`config.mk`:
```
export PLATFORM = sky130hd
export DESIGN_NAME = sipo_deserializer
export DESIGN_NICKNAME = d
export VERILOG_FILES = /design/src/rtl/sipo_deserializer.sv
export SDC_FILE = /design/constraint.sdc
export NUM_CORES = 1
export LEC_CHECK = 0
export CAP_MARGIN = 25
export CORE_UTILIZATION = 35
export CTS_CLUSTER_DIAMETER = 120
export DETAILED_ROUTE_END_ITERATION = 8
export PLACE_DENSITY = 0.6
export SYNTH_ARGS = -nofsm -noshare
export SYNTH_HDL_FRONTEND = slang
export SYNTH_SLANG_ARGS = --single-unit
export TNS_END_PERCENT = 10
```
`constraint.sdc`:
```
create_clock -name clk -period 2.5 [get_ports clk]
set_clock_uncertainty 0.1 [all_clocks]
set_input_delay 0.5 -clock clk [delete_from_list [all_inputs] [get_ports clk]]
set_output_delay 0.5 -clock clk [all_outputs]
set_load 0.005 [all_outputs]
```
`src/rtl/sipo_deserializer.sv`:
```
// Serial-in/parallel-out deserializer with configurable width and bit order.
// Completed words are held in a registered output slot with a valid/ready handshake.
module sipo_deserializer #(
  parameter int WIDTH     = 8,
  parameter bit LSB_FIRST = 1'b1,
  parameter int CNT_W     = (WIDTH > 2) ? $clog2(WIDTH) : 1
) (
  input  logic             clk,
  input  logic             reset,
  input  logic             data_in,
  input  logic             shift_en,
  input  logic             clear,
  output logic [WIDTH-1:0] q,
  output logic [CNT_W-1:0] bit_count,
  output logic [WIDTH-1:0] word_out,
  output logic             word_valid,
  input  logic             word_ready,
  output logic             overrun
);

  localparam logic [CNT_W-1:0] LAST_BIT = CNT_W'(WIDTH - 1);

  logic [WIDTH-1:0] q_q, q_d;
  logic [CNT_W-1:0] cnt_q, cnt_d;
  logic [WIDTH-1:0] word_q, word_d;
  logic             valid_q, valid_d;
  logic             ovr_q, ovr_d;
  logic             word_done;

  // Handshake: word_out is held stable while word_valid is high; the word is
  // consumed on any edge where word_valid and word_ready are both high. A word
  // completing on that same edge replaces it directly.
  always_comb begin
    q_d       = q_q;
    cnt_d     = cnt_q;
    word_d    = word_q;
    valid_d   = valid_q;
    ovr_d     = ovr_q;
    word_done = 1'b0;

    if (clear) begin
      q_d   = '0;
      cnt_d = '0;
      ovr_d = 1'b0;
    end else if (shift_en) begin
      if (LSB_FIRST) begin
        q_d = {data_in, q_q[WIDTH-1:1]};
      end else begin
        q_d = {q_q[WIDTH-2:0], data_in};
      end
      if (cnt_q == LAST_BIT) begin
        cnt_d     = '0;
        word_done = 1'b1;
      end else begin
        cnt_d = cnt_q + CNT_W'(1);
      end
    end

    if (valid_q && word_ready) begin
      valid_d = 1'b0;
    end

    if (word_done) begin
      if (!valid_q || word_ready) begin
        word_d  = q_d;
        valid_d = 1'b1;
      end else begin
        // Consumer stalled: keep the pending word, drop the new one.
        ovr_d = 1'b1;
      end
    end
  end

  always_ff @(posedge clk or posedge reset) begin
    if (reset) begin
      q_q     <= '0;
      cnt_q   <= '0;
      word_q  <= '0;
      valid_q <= 1'b0;
      ovr_q   <= 1'b0;
    end else begin
      q_q     <= q_d;
      cnt_q   <= cnt_d;
      word_q  <= word_d;
      valid_q <= valid_d;
      ovr_q   <= ovr_d;
    end
  end

  assign q          = q_q;
  assign bit_count  = cnt_q;
  assign word_out   = word_q;
  assign word_valid = valid_q;
  assign overrun    = ovr_q;

endmodule
```
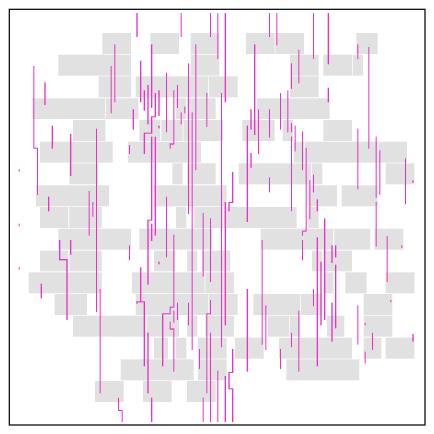
met2.png
Scale: 8 px per micron.
nets with wire on the layer: 89
wire length on this layer: 736 microns
share of all routed wire: 50%
longest straight run: 31.6 microns
main direction: vertical
via total after detailed routing: 569
routed wire length: 1480 microns
Global Route met2 Usage: 0.240

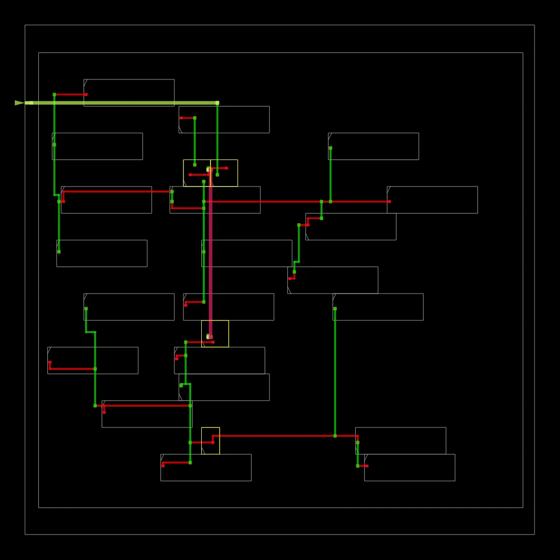
final_clocks.png
count of flip-flops and latches: 21
total CTS buffers: 3
total number of clock tree sinks: 21

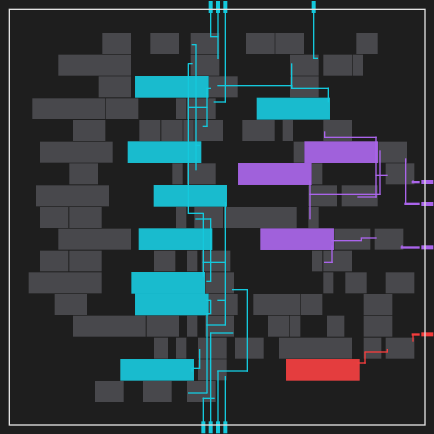
port_nets.png
Scale: 8 px per micron.
[red] word_valid | direction: output | edge: right | end cells: 1 | buffers: 1 | wire: 6.90 microns
[cyan] q | direction: output | edge: 4 bottom, 4 top | end cells: 8 | buffers: 8 | wire: 196 microns
[purple] bit_count | direction: output | edge: right | end cells: 3 | buffers: 3 | wire: 56.4 microns
I/O pin total: 27
# port buffers: 26

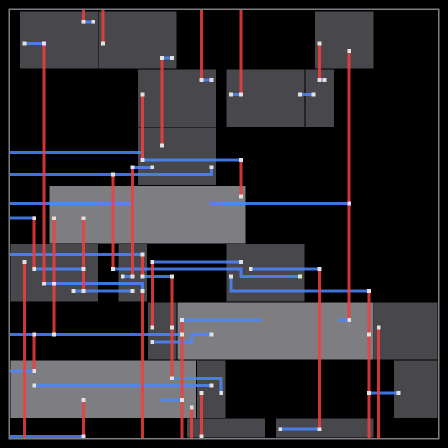
zoom.png
Window x 29 to 49, y 29 to 49 microns. Cells in grey, sequential cells in the stronger grey; small squares are vias.
[red] met2
[blue] met1
netlist names of flops here include: bit_count (2), q (1)
sequential cells in the window: 3
most frequent: clkdlybuf4s50_1 (6), nor2_1 (3), dfrtp_1 (3)
cells with their middle in the window: 17

==> impl_metrics.json <==
{
  "routabilityCongestion": 0.622,
  "non_clock_buffer_area_share": 0.238,
  "n_all_buffers": 29,
  "seq_share": 0.442,
  "fa_ha_area_frac": 0.0289,
  "signal_inverters": 1,
  "timing.hold.ws_ns": 0.406,
  "power.share.switching": 0.228,
  "synth_top_area_share": 0.606,
  "firstDrtPassIters": 3,
  "clk-power_uw": 159,
  "power_density_nw_per_um2": 468,
  "final.clkbuf_count": 3,
  "n_antenna_cell": 0,
  "power.largest_group": "sequential cells",
  "synth_cell_type_count": 14,
  "well_tap_count": 28,
  "timing_hold_violations_final": 0,
  "cp.buffers_inverters": 0,
  "yosys-top-cells-count": "sky130_fd_sc_hd__dfrtp_1, sky130_fd_sc_hd__nor2_1, sky130_fd_sc_hd__mux2i_1",
  "ys_warn_count": 0,
  "openroad.warnings": 26,
  "cts.path.max_buffers": 2,
  "run_status": "finished clean",
  "ys_dominant_reg_cell": "sky130_fd_sc_hd__dfrtp_1",
  "sequentialPowerShare": 0.626,
  "filler_cell_count": 210,
  "grt_first_pass_wirelength_microns": 2560,
  "ys_ff": 21,
  "top_layer": "met4",
  "drv_cap": 0,
  "worst_hold_path_type": "in -> async",
  "finish.cell_count_without_fillers": 122,
  "internal-power_uw": 430,
  "drt-wirelength-per-cell_microns": 12.1,
  "final_cell_area_sq_um": 1190,
  "floorplan.die.width_microns": 51.8,
  "route.met2.wl_microns": 735,
  "avgSynthCellArea_sq_um": 13.5,
  "final_core_util": 0.522,
  "power.combinational.fraction": 0.088,
  "h_tree_lvl_count": 1,
  "worst_r2r_endpoint": "word_out[7]$_DFFE_PP0P_",
  "cts.hold.buffers_added": 0,
  "globalRouteMet1Util": 0.157,
  "post_route_setup_tns_ns": 0,
  "drtIter0Drc": 1,
  "post_synth_mux_share": 0.231,
  "critPathTopFamily": "simple AND/OR/NAND/NOR gates",
  "enable_flop_cells": 0,
  "clk_root_buffer_cell": "sky130_fd_sc_hd__clkbuf_4",
  "crit_path_start": "bit_count[0]$_DFFE_PP0P_",
  "area.growth.synth_to_final_pct": 37.1,
  "layout.area.top_class": "registers",
  "leakage_uw": 0.000574,
  "p_switching_uw": 127,
  "post_cts_buffers": 0,
  "synth.yosys.seq_area_share": 0.606,
  "post-route-drc-count": 0,
  "area.combinational_sq_um": 314,
  "fraction_of_layout_instances_using_a_drive_strength_above_1": 0.170,
  "endpoint": "word_out[7]$_DFFE_PP0P_",
  "route.met3.wl_microns": 40,
  "worst_ep_required_time_ns": 2.60
}
